[src/rtl/upsample_unit.sv]
// 2x nearest-neighbour pixel upsampler with a one-row line buffer and a
// zero-latency bypass mode selected at row-pair boundaries.
module upsample_unit #(
    parameter int unsigned IN_WIDTH = 56
) (
    input  logic       clk,
    input  logic       reset_n,
    input  logic       enable_upsample,
    input  logic       valid_in,
    input  logic [7:0] data_in,
    output logic       ready_in,
    output logic       valid_out,
    output logic [7:0] data_out,
    input  logic       ready_out
);

    localparam int unsigned CW = (IN_WIDTH > 1) ? $clog2(IN_WIDTH) : 1;
    localparam logic [CW-1:0] LAST = CW'(IN_WIDTH - 1);

    typedef enum logic {
        FILL,
        REPLAY
    } state_t;

    state_t        state;
    logic          mode_q;
    logic          dup;
    logic          out_vld;
    logic [7:0]    out_data;
    logic [CW-1:0] wr_col;
    logic [CW-1:0] rd_col;
    logic [7:0]    line_buf [IN_WIDTH];

    logic idle;
    logic fill_rdy;
    logic in_hs;
    logic out_hs;

    // Handshake qualifiers and the mode-dependent output mux.
    always_comb begin
        idle     = (state == FILL) && (wr_col == '0) && (rd_col == '0) && !out_vld;
        fill_rdy = !out_vld || (ready_out && dup && (rd_col != LAST));

        ready_in  = ready_out;
        valid_out = valid_in;
        data_out  = data_in;
        if (mode_q) begin
            if (state == REPLAY) begin
                ready_in  = 1'b0;
                valid_out = 1'b1;
                data_out  = line_buf[rd_col];
            end else begin
                ready_in  = fill_rdy;
                valid_out = out_vld;
                data_out  = out_data;
            end
        end

        in_hs  = mode_q && (state == FILL) && valid_in && fill_rdy;
        out_hs = mode_q && valid_out && ready_out;
    end

    // Control state; an input accept overrides the out_vld clear of the same cycle.
    always_ff @(posedge clk or negedge reset_n) begin
        if (!reset_n) begin
            state    <= FILL;
            mode_q   <= 1'b0;
            dup      <= 1'b0;
            out_vld  <= 1'b0;
            out_data <= 8'h00;
            wr_col   <= '0;
            rd_col   <= '0;
        end else begin
            if (idle) begin
                mode_q <= enable_upsample;
            end
            if (state == FILL) begin
                if (out_hs) begin
                    if (!dup) begin
                        dup <= 1'b1;
                    end else if (rd_col == LAST) begin
                        state   <= REPLAY;
                        rd_col  <= '0;
                        wr_col  <= '0;
                        out_vld <= 1'b0;
                        dup     <= 1'b0;
                    end else begin
                        rd_col  <= rd_col + 1'b1;
                        out_vld <= 1'b0;
                    end
                end
                if (in_hs) begin
                    out_data <= data_in;
                    out_vld  <= 1'b1;
                    dup      <= 1'b0;
                    wr_col   <= wr_col + 1'b1;
                end
            end else if (out_hs) begin
                dup <= !dup;
                if (dup) begin
                    if (rd_col == LAST) begin
                        state  <= FILL;
                        rd_col <= '0;
                    end else begin
                        rd_col <= rd_col + 1'b1;
                    end
                end
            end
        end
    end

    // Line buffer is never reset; replay only reads columns written this row.
    always_ff @(posedge clk) begin
        if (in_hs) begin
            line_buf[wr_col] <= data_in;
        end
    end

endmodule

[config.mk]
export PLATFORM = sky130hd
export DESIGN_NAME = upsample_unit
export DESIGN_NICKNAME = d
export VERILOG_FILES = /design/src/rtl/upsample_unit.sv
export SDC_FILE = /design/constraint.sdc
export NUM_CORES = 1
export LEC_CHECK = 0
export ABC_CLOCK_PERIOD_IN_PS = 3400
export CAP_MARGIN = 30
export CORE_MARGIN = 2
export CORE_UTILIZATION = 55
export CTS_BUF_LIST = sky130_fd_sc_hd__clkbuf_2
export CTS_CLUSTER_DIAMETER = 150
export DETAILED_ROUTE_END_ITERATION = 7
export GPL_ROUTABILITY_DRIVEN = 0
export GPL_TIMING_DRIVEN = 0
export PLACE_DENSITY = 0.8
export SLEW_MARGIN = 40
export SYNTH_ARGS = -nofsm -noshare
export SYNTH_HDL_FRONTEND = slang
export SYNTH_SLANG_ARGS = --single-unit
[constraint.sdc]
create_clock -name clk -period 3.4 [get_ports clk]
set_input_delay 0.51 -clock clk [delete_from_list [all_inputs] [get_ports clk]]
set_output_delay 0.51 -clock clk [all_outputs]
set_load 0.01 [all_outputs]
Fig. 1: run 1, pin placement
Pins as bars across the die edge, other pins in grey.
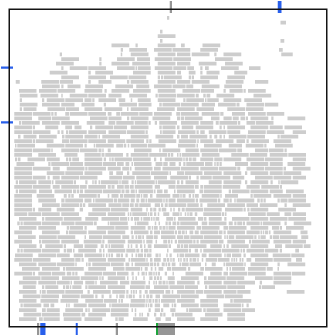
- `data_in`: blue (pins 8; direction input; edge 4 bottom, 2 top, 2 left)
- `valid_in`: green (pins 1; direction input; edge bottom)

Fig. 2: run 1, clock wiring as the flow saved it
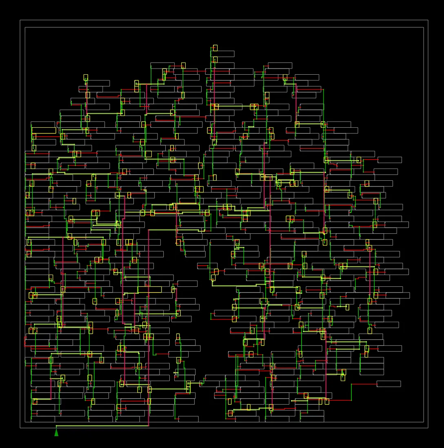
clock sink total: 472
Final Skew: 0.0607 ns
final sequential cell count: 472
number of clock buffers inserted by TritonCTS: 110
insertion delay at the late pin of the worst-skew pair: 0.95 ns

==> flow_summary.yaml, run 1 <==
# generated from flow reports
outcome:
  run_status: "finished, violations left"
  violations: "setup timing"
grt:
  antenna_found_initial: 1
  grtUsageMet2: 0.413
  groute.layer.met1.usage: 0.317
  groute.usage.overall: 0.247
  use_met3: 0.0467
  grt.busiest_layer: "met2"
  grt_pass1_wl_um: 64200
  grt_max_degree: 59
  overflow: 0
cells_and_area:
  seqCellArea_mm2: 0.0141
  clk_buf_instances: 147
  area.growth.synth_to_final_pct: 16.3
  inv_count: 5
  fin_nets: 1185
  sequential_fraction_of_total_cell_area: 0.646
  largest_class: "registers"
  post_layout_nonfiller_instances: 1699
  nMultiInputCombCells: 433
  postLayoutCellArea_mm2: 0.0217
  combGateArea_mm2: 0.00482
  antenna_cells: 2
  lay_top_count: "sky130_fd_sc_hd__edfxtp_1"
worst_setup_path:
  critical_path_required_ns: 2.89
  criticalPathCategory: "reg -> out"
  crit_path_top_delay_cell: "sky130_fd_sc_hd__mux4_2"
  worst_setup_path_startpoint: "rd_col[0]"
  worst_reg2reg_setup_slack_ns: 0.12
  worst_setup_path_start_kind: "register"
  arrival_ns: 3.23
  ff2ff_path_depth: 6
final_timing:
  timing.final.setup_violations: 8
  relSlewSlack: 0.430
  hold_slack_ns: 0.0744
  fin_crit_sh: 1.10
  grt_setup_unrepaired: "true"
  final-max-slew-violation-count: 0
  layout_setup_ws_ns: -0.338
  fmaxAchievable_mhz: 268
  tns_ns: -2.29
  worst-slew-pin-transition_ns: 0.852
synthesis:
  mappedNetlistArea_mm2: 0.0187
  synth-adder-area-share: 0.00268
  largest_area_cell: "sky130_fd_sc_hd__edfxtp_1"
  ao_oa_area_share: 0.0309
  mux_area_frac: 0.140
  post_synth_main_logic_family: "multiplexers"
  simple_gate_area_frac: 0.0544
  common_cells: "sky130_fd_sc_hd__edfxtp_1 (448), sky130_fd_sc_hd__mux4_2 (112), sky130_fd_sc_hd__nor2_1 (83)"
  netlist_instances: 976
  most_common_cell: "sky130_fd_sc_hd__edfxtp_1"
  synth.ff_latch_count: 472
  yosys-stat-area_mm2: 0.0187
die:
  row_count: 67
  chipWidth_um: 188
  fp-utilization: 0.557
  i_o_pin_total: 23
pwr:
  power-per-cell-area_mw_per_mm2: 695
  internal_power_mw: 10.2
  logic_gate_share_of_total_power: 0.325
  total_switching_power_mw: 4.88
  power_frac_clock: 0.238
  peak_supply_drop_mv: 0.472
route:
  drtIter0Drc: 1398
  route.final.wire_length_um: 43500
  met3WireLength_um: 3970
  via_count: 10500
  routed.top_layer: "met4"
  ant_nets: 0
  drcViolationCount: 0
  wire_length_per_cell_after_detailed_routing_um: 25.6
  first_pass_iters: 5
  vias_per_cell: 6.18
flow_run:
  stage_log_warnings: 30
  maxCapViolations: 0
cts:
  cts_max_path_buffers: 3
  ctsHtreeMaxLevel: 3
  clock-root-buffer: "sky130_fd_sc_hd__clkbuf_2"
  post_cts.resized_instances: 164
  tritoncts: "done"
  clkSlewWorstSetupHoldPaths_ns: 0.13
min_path:
  timing.hold.worst.class: "in -> async"
placed_design:
  placement.cell_area_mm2: 0.0198
  placement.setup.worst_slack_ns: -0.307
  port_buffers: 22
Fig. 3: run 1, where the registers sit
Other sequential cells in the stronger grey, the rest of the logic in the fainter grey.
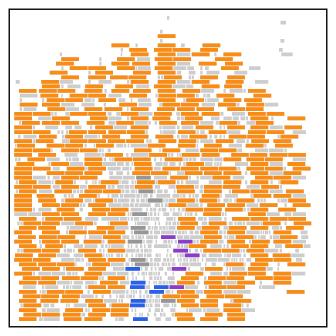
- `out_data`: blue (flops 8; where bottom middle)
- `line_buf`: orange (flops 448; where spread over the die)
- `rd_col`: purple (flops 6; where bottom middle)

==> run 1: flip-flops by register name, indices dropped and copies added, names as in the netlist <==
name	count
rd_col	6
out_data	8
dup	1
state	1
out_vld	1
mode_q	1
line_buf	448
wr_col	6
==> run 1: metrics by stage <==
stage	power, mW	utilization
after CTS	15.0	0.643
final	15.1	0.648
after detailed placement	10.7	0.589
after global routing	15.7	0.648
after global placement	10.6	0.581
after floorplan	9.38	-
==> run 1: power by group through the flow <==
| stage | sequential [mW] | combinational, mW | clock, mW |
|---|---|---|---|
| global route | 6.62 | 5.13 | 3.90 |
| floorplan | 6.71 | 2.66 | 0 |
| CTS | 6.60 | 4.74 | 3.63 |
| global placement | 6.74 | 3.82 | 0 |
| detailed placement | 6.73 | 3.95 | 0 |
| finish | 6.61 | 4.90 | 3.60 |
Fig. 4: run 1, clock network drawn from the DEF
Bar = 50 um.
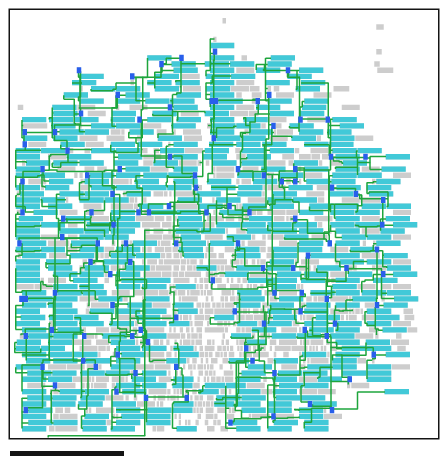

==> run 1 -> run 2 <==
--- a/config.mk
+++ b/config.mk
@@ -14,6 +14,7 @@
 export DETAILED_ROUTE_END_ITERATION = 7
 export GPL_ROUTABILITY_DRIVEN = 0
 export GPL_TIMING_DRIVEN = 0
+export HOLD_SLACK_MARGIN = 0.03
 export PLACE_DENSITY = 0.8
 export SLEW_MARGIN = 40
 export SYNTH_ARGS = -nofsm -noshare
==> constraint.sdc (replaced) <==
create_clock -name clk -period 3.4 [get_ports clk]
set_input_delay 0.51 -clock clk [delete_from_list [all_inputs] [get_ports clk]]
set_output_delay 0.51 -clock clk [all_outputs]
set_load 0.005 [all_outputs]
Fig. 5: run 2, clock network drawn from the DEF
Bar = 50 um.
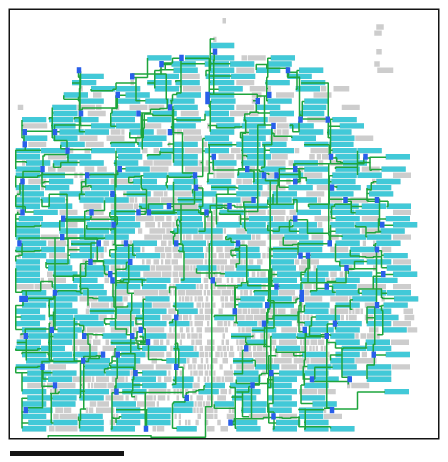
- clock drivers: blue (count 110)
- clock wires: green (length 5,500 um)
- flip-flops: cyan (count 472)
- routed clock nets: 111

Fig. 6: run 2, clock wiring as the flow saved it
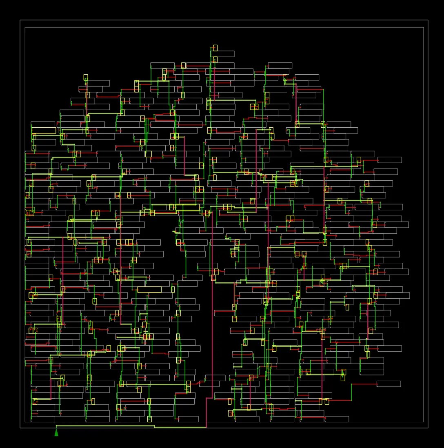
insertion delay at the late pin of the worst-skew pair: 0.96 ns
clock distribution power: 3.61 mW
clk_buf instances: 147

==> flow_summary.yaml, run 2 <==
# generated from flow reports
outcome:
  run_status: "finished, violations left"
  violations: "setup timing"
die:
  chipWidth_um: 188
  row_count: 67
  fp.dieArea_mm2: 0.0355
  tap_cells: 448
  fp-utilization: 0.557
  i_o_pin_total: 23
  floorplan.core_area_mm2: 0.0335
  fp.dieH_um: 188
min_path:
  min_to: "out_data[7]"
  timing.hold.worst.class: "in -> reg"
  worst_hold_startpoint: "data_in[7]"
  whs_path_depth: 3
synthesis:
  netlist_instances: 976
  synth-xor-area-share: 0.000937
  post_synth_num_cell_types: 43
  post_synth_main_logic_family: "multiplexers"
  largest_area_cell: "sky130_fd_sc_hd__edfxtp_1"
  post_synth_net_total: 993
  synth-adder-area-share: 0.00268
  simple_gate_area_frac: 0.0544
  mappedNetlistArea_mm2: 0.0187
  common_cells: "sky130_fd_sc_hd__edfxtp_1 (448), sky130_fd_sc_hd__mux4_2 (112), sky130_fd_sc_hd__nor2_1 (83)"
  register_area_share_after_synthesis: 0.752
  cell_count_listed_in_synth_stat_txt: 976
  most_common_cell: "sky130_fd_sc_hd__edfxtp_1"
  synthesized_area_per_cell_um2: 19.2
  synthFlopType: "sky130_fd_sc_hd__edfxtp_1"
  synth-warning-count: 0
  yosys-stat-area_mm2: 0.0187
  ao_oa_area_share: 0.0309
  edff_count_synth: 448
  mux_area_frac: 0.140
  topCellsByArea: "sky130_fd_sc_hd__edfxtp_1 (72%), sky130_fd_sc_hd__mux4_2 (13%), sky130_fd_sc_hd__dfrtp_1 (3.2%)"
  synth_top_area_share: 0.720
  async_reset_ff_frac: 0.0508
  synth.ff_latch_count: 472
worst_setup_path:
  worst_reg2reg_setup_slack_ns: 0.11
  setup.worst_path.end: "data_out[6]"
  path_cells: "clkbuf_4 -> nor4bb_1 -> buf_1 -> a22oi_1 -> nand2_1 -> nor3_4 -> o22ai_2 -> buf_2"
  timing.rr.end: "line_buf[21][4]"
  worst-path-max-fanout: 10
  critical_path_required_ns: 2.89
  worst_setup_path_startpoint: "rd_col[2]"
  arrival_ns: 3.23
  ff2ff_path_depth: 4
  critPathCaptureType: "output port"
  crit-reg2reg-launch: "wr_col[2]"
  crit_path_top_delay_cell: "sky130_fd_sc_hd__buf_1"
  criticalPathCategory: "reg -> out"
  worst_setup_path_start_kind: "register"
  peak_per_stage_delay_on_the_critical_path_ns: 0.50
flow_run:
  maxCapViolations: 0
  stage_log_warnings: 30
grt:
  antenna_found_initial: 1
  overflow: 0
  grt_pass1_wl_um: 65200
  grt_max_degree: 59
  groute.usage.overall: 0.251
  grt_pass1_vias: 10900
cells_and_area:
  seq_cell_count: 472
  fin_util: 0.652
  final-clk-cell-share: 0.0463
  layout.nonclk_buf_frac: 0.0644
  antenna_cells: 2
  postLayoutCellArea_mm2: 0.0219
  fin_nets: 1198
  regMostFlops: "line_buf"
  multi_input_combinational_area_share: 0.220
  nonClockBufferCount: 159
  lay_top_count: "sky130_fd_sc_hd__edfxtp_1"
  nMultiInputCombCells: 433
  area.growth.synth_to_final_pct: 16.9
  biggestRegsByFlops: "line_buf x448, out_data x8"
  largest_register_ffs: 448
  inv_count: 5
  fraction_of_final_layout_cells_sized_beyond_drive_strength_1: 0.404
  combGateArea_mm2: 0.00480
  layout.cells.most_common_list: "sky130_fd_sc_hd__edfxtp_1 (448), sky130_fd_sc_hd__clkbuf_2 (152), sky130_fd_sc_hd__mux4_2 (112), sky130_fd_sc_hd__nor2_1 (64), sky130_fd_sc_hd__nand2_1 (52)"
  largest_class: "registers"
  num-fill-cells: 2182
pwr:
  power_frac_clock: 0.237
  top_power_group: "sequential cells"
  total_switching_power_mw: 4.90
  power_frac_seq: 0.433
  internal_power_mw: 10.3
  power.total_mw: 15.2
  switching_share: 0.322
  power-per-cell-area_mw_per_mm2: 697
  p_comb_mw: 5.03
  logic_gate_share_of_total_power: 0.330
  leakagePower_nw: 7.27
  peak_supply_drop_mv: 0.475
route:
  drcViolationCount: 0
  vias_per_cell: 6.27
  route.final.wire_length_um: 44200
  via_count: 10700
  wire_length_per_cell_after_detailed_routing_um: 25.8
  first_pass_iters: 5
  ant_nets: 0
  drtIter0Drc: 1419
cts:
  cts_inserted_buffers: 110
  cts_max_path_buffers: 3
  number_of_post_cts_setup_repair_buffers: 35
  hold_buffers: 6
  ctsHtreeMaxLevel: 3
  clkSlewWorstSetupHoldPaths_ns: 0.11
  clock-root-buffer: "sky130_fd_sc_hd__clkbuf_2"
  tritoncts: "done"
  cts.sink_count: 472
  post_cts.resized_instances: 180
final_timing:
  fmaxAchievable_mhz: 268
  layout_setup_ws_ns: -0.335
  tns_ns: -2.24
  relSlewSlack: 0.417
  grt_setup_unrepaired: "true"
  skew_ns: 0.0472
  fin_crit_ns: 3.74
  fin_crit_sh: 1.10
  worst-slew-pin-transition_ns: 0.871
  finalHoldViolCount: 0
  final-max-slew-violation-count: 0
  hold_slack_ns: 0.0844
  timing.final.setup_violations: 8
placed_design:
  post_dp_hpwl_um: 26800
  placement.cell_area_mm2: 0.0198
  port_buffers: 22
Fig. 7: run 2, where the registers sit
Other sequential cells in the stronger grey, the rest of the logic in the fainter grey.
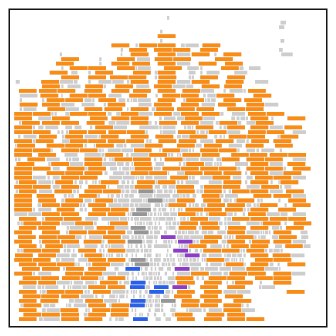
- `out_data`: blue (flops 8; where bottom middle)
- `line_buf`: orange (flops 448; where spread over the die)
- `rd_col`: purple (flops 6; where bottom middle)
- not coloured: 10
area occupied by registers: 0.0141 mm^2
sequential cell power: 6.61 mW
sequential fraction of total cell area: 0.643

[run 2: cell counts after synthesis]
Identical to the previous run, type by type.
[run 2: layer usage]
metal | global-route usage | wire length [um] | vias up
met2 | 0.414 | 22300 | 763
met1 | 0.329 | 15700 | 5391
met4 | 0.120 | 1870 | 0
met5 | 0 | 0 | -
li1 | - | - | 4446
met3 | 0.0443 | 4330 | 134
[run 2: worst max-delay path, delay by kind of cell (launching register included)]
kind,cells,cell delay [ns]
and+or+nand+nor,3,0.55
AOI/OAI and AO/OA,2,0.47
DFF,1,0.39
buffers and inverters,3,0.89
[run 2: stage by stage]
stage,cells,setup WS [ns]
global placement,1446,-0.954
CTS,1709,-0.365
detailed placement,1473,-0.272
floorplan,976,0.802
finish,1712,-0.335
global route,1711,-0.403
==> run 2 -> run 3 <==
--- a/config.mk
+++ b/config.mk
@@ -5,7 +5,6 @@
 export SDC_FILE = /design/constraint.sdc
 export NUM_CORES = 1
 export LEC_CHECK = 0
-export ABC_CLOCK_PERIOD_IN_PS = 3400
 export CAP_MARGIN = 30
 export CORE_MARGIN = 2
 export CORE_UTILIZATION = 55
==> flow_summary.yaml, run 3 <==
# generated from flow reports
pwr:
  sequential_cell_power_mw: 6.61
  p_comb_mw: 5.03
  total_switching_power_mw: 4.90
  clockNetworkPower_mw: 3.61
  power.total_mw: 15.2
  internal_power_mw: 10.3
  top_power_group: "sequential cells"
  power_frac_clock: 0.237
flow_run:
  stage_log_warnings: 30
final_timing:
  worst-slew-pin-transition_ns: 0.871
  layout_setup_ws_ns: -0.335
  timing.final.setup_violations: 8
  relSlewSlack: 0.417
  grt_setup_unrepaired: "true"
  fin_crit_sh: 1.10
  fin_crit_ns: 3.74
  final-max-slew-violation-count: 0
  tns_ns: -2.24
worst_setup_path:
  cp.buffers_inverters: 3
  worst_setup_path_start_kind: "register"
  critPathCaptureType: "output port"
  worst_reg2reg_setup_slack_ns: 0.11
  arrival_ns: 3.23
  crit-reg2reg-launch: "wr_col[2]"
  critical_path.top_delay_family: "buffers and inverters"
  ff2ff_path_depth: 4
  peak_per_stage_delay_on_the_critical_path_ns: 0.50
  timing.rr.end: "line_buf[21][4]"
synthesis:
  post_synth_num_cell_types: 43
  synth.ff_latch_count: 472
  post_synth_net_total: 993
  mappedNetlistArea_mm2: 0.0187
  register_area_share_after_synthesis: 0.752
  most_common_cell: "sky130_fd_sc_hd__edfxtp_1"
  cell_count_listed_in_synth_stat_txt: 976
  synthesized_area_per_cell_um2: 19.2
  synth-xor-area-share: 0.000937
  async_reset_ff_frac: 0.0508
  synth_top_area_share: 0.720
  common_cells: "sky130_fd_sc_hd__edfxtp_1 (448), sky130_fd_sc_hd__mux4_2 (112), sky130_fd_sc_hd__nor2_1 (83)"
  synthFlopType: "sky130_fd_sc_hd__edfxtp_1"
  topCellsByArea: "sky130_fd_sc_hd__edfxtp_1 (72%), sky130_fd_sc_hd__mux4_2 (13%), sky130_fd_sc_hd__dfrtp_1 (3.2%)"
placed_design:
  placement.setup.worst_slack_ns: -0.272
  port_buffers: 22
  post_dp_hpwl_um: 26800
  placement.cell_area_mm2: 0.0198
  place_inst: 1473
cells_and_area:
  layout.cells.most_common_list: "sky130_fd_sc_hd__edfxtp_1 (448), sky130_fd_sc_hd__clkbuf_2 (152), sky130_fd_sc_hd__mux4_2 (112), sky130_fd_sc_hd__nor2_1 (64), sky130_fd_sc_hd__nand2_1 (52)"
  postLayoutCellArea_mm2: 0.0219
  regMostFlops: "line_buf"
  lay_top_count: "sky130_fd_sc_hd__edfxtp_1"
  area.growth.synth_to_final_pct: 16.9
  fraction_of_final_layout_cells_sized_beyond_drive_strength_1: 0.404
  post_layout_nonfiller_instances: 1712
  biggestRegsByFlops: "line_buf x448, out_data x8"
  fin_util: 0.652
die:
  row_count: 67
  chipWidth_um: 188
  fp.dieH_um: 188
  floorplan.core_area_mm2: 0.0335
  i_o_pin_total: 23
outcome:
  violations: "setup timing"
  run_status: "finished, violations left"
min_path:
  whs_path_depth: 3
grt:
  groute.layer.met1.usage: 0.329
  grtUsageMet2: 0.414
  use_met3: 0.0443
  grt.busiest_layer: "met2"
  grt_max_degree: 59
  grt_pass1_vias: 10900
  overflow: 0
route:
  first_pass_iters: 5
cts:
  clkLatencyLatePin_ns: 0.96
run 3: cell counts after synthesis:
Identical to the previous run, type by type.
run 3: kinds of logic after synthesis:
| group | count (synthesis) |
|---|---|
| flip-flops | 472 |
| AND/OR/NAND/NOR | 216 |
| multiplexers | 122 |
| AND-OR/OR-AND | 89 |
| buffers and inverters | 71 |
| adder cells (fa/ha/maj) | 4 |
| XOR/XNOR | 2 |
run 3: cell type report:
class	instances	area, um^2
Fill cell	2182	11700
Inverter	5	20.0
Antenna cell	2	5.00
Clock inverter	46	277
Sequential cell	472	14100
Multi-Input combinational cell	433	4800
Tap cell	448	561
Timing Repair Buffer	93	868
Clock buffer	147	736
Buffer	66	539
run 3: per-layer routing:
layer	vias to the layer above	share of wire
met5	-	0
met2	763	0.50
met3	134	0.098
met4	0	0.042
met1	5391	0.36
li1	4446	-
Fig. 8: run 3, pin placement
Pins as bars across the die edge, other pins in grey.
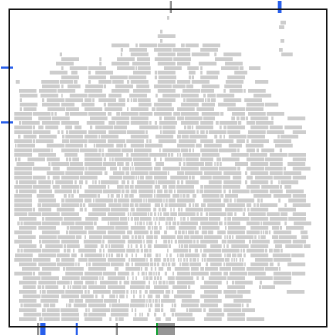
- `data_in`: blue (pins 8; direction input; edge 4 bottom, 2 top, 2 left)
- `valid_in`: green (pins 1; direction input; edge bottom)

Fig. 9: run 3, routed metal, one colour a layer
Bar = 50 um.
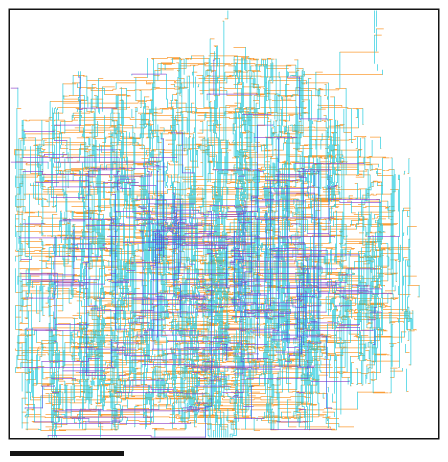
- metal 2: cyan (wire length 22.3 mm)
- metal 4: blue (wire length 1,870 um)
- metal 3: purple (wire length 4,330 um)
- metal 1: orange (wire length 15,700 um)
total wirelength of the detailed-routed design: 44,200 um
overall global routing resource usage: 0.251
routed vias: 10,700
wire length per cell after detailed routing: 25.8 um

Fig. 10: run 3, clock network drawn from the DEF
Bar = 50 um.
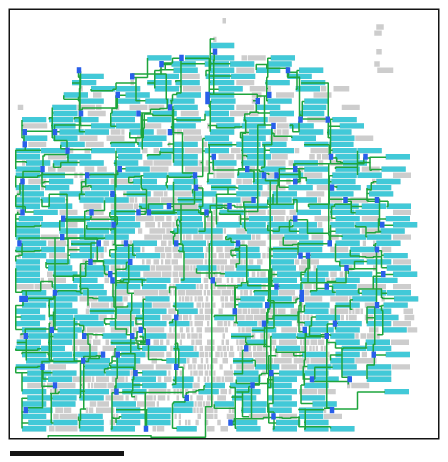
- flip-flops: cyan (count 472)
- clock drivers: blue (count 110)
- clock wires: green (length 5,500 um)
- routed clock nets: 111
- flops lie: spread over the die

Power and IR drop assume default switching activity.
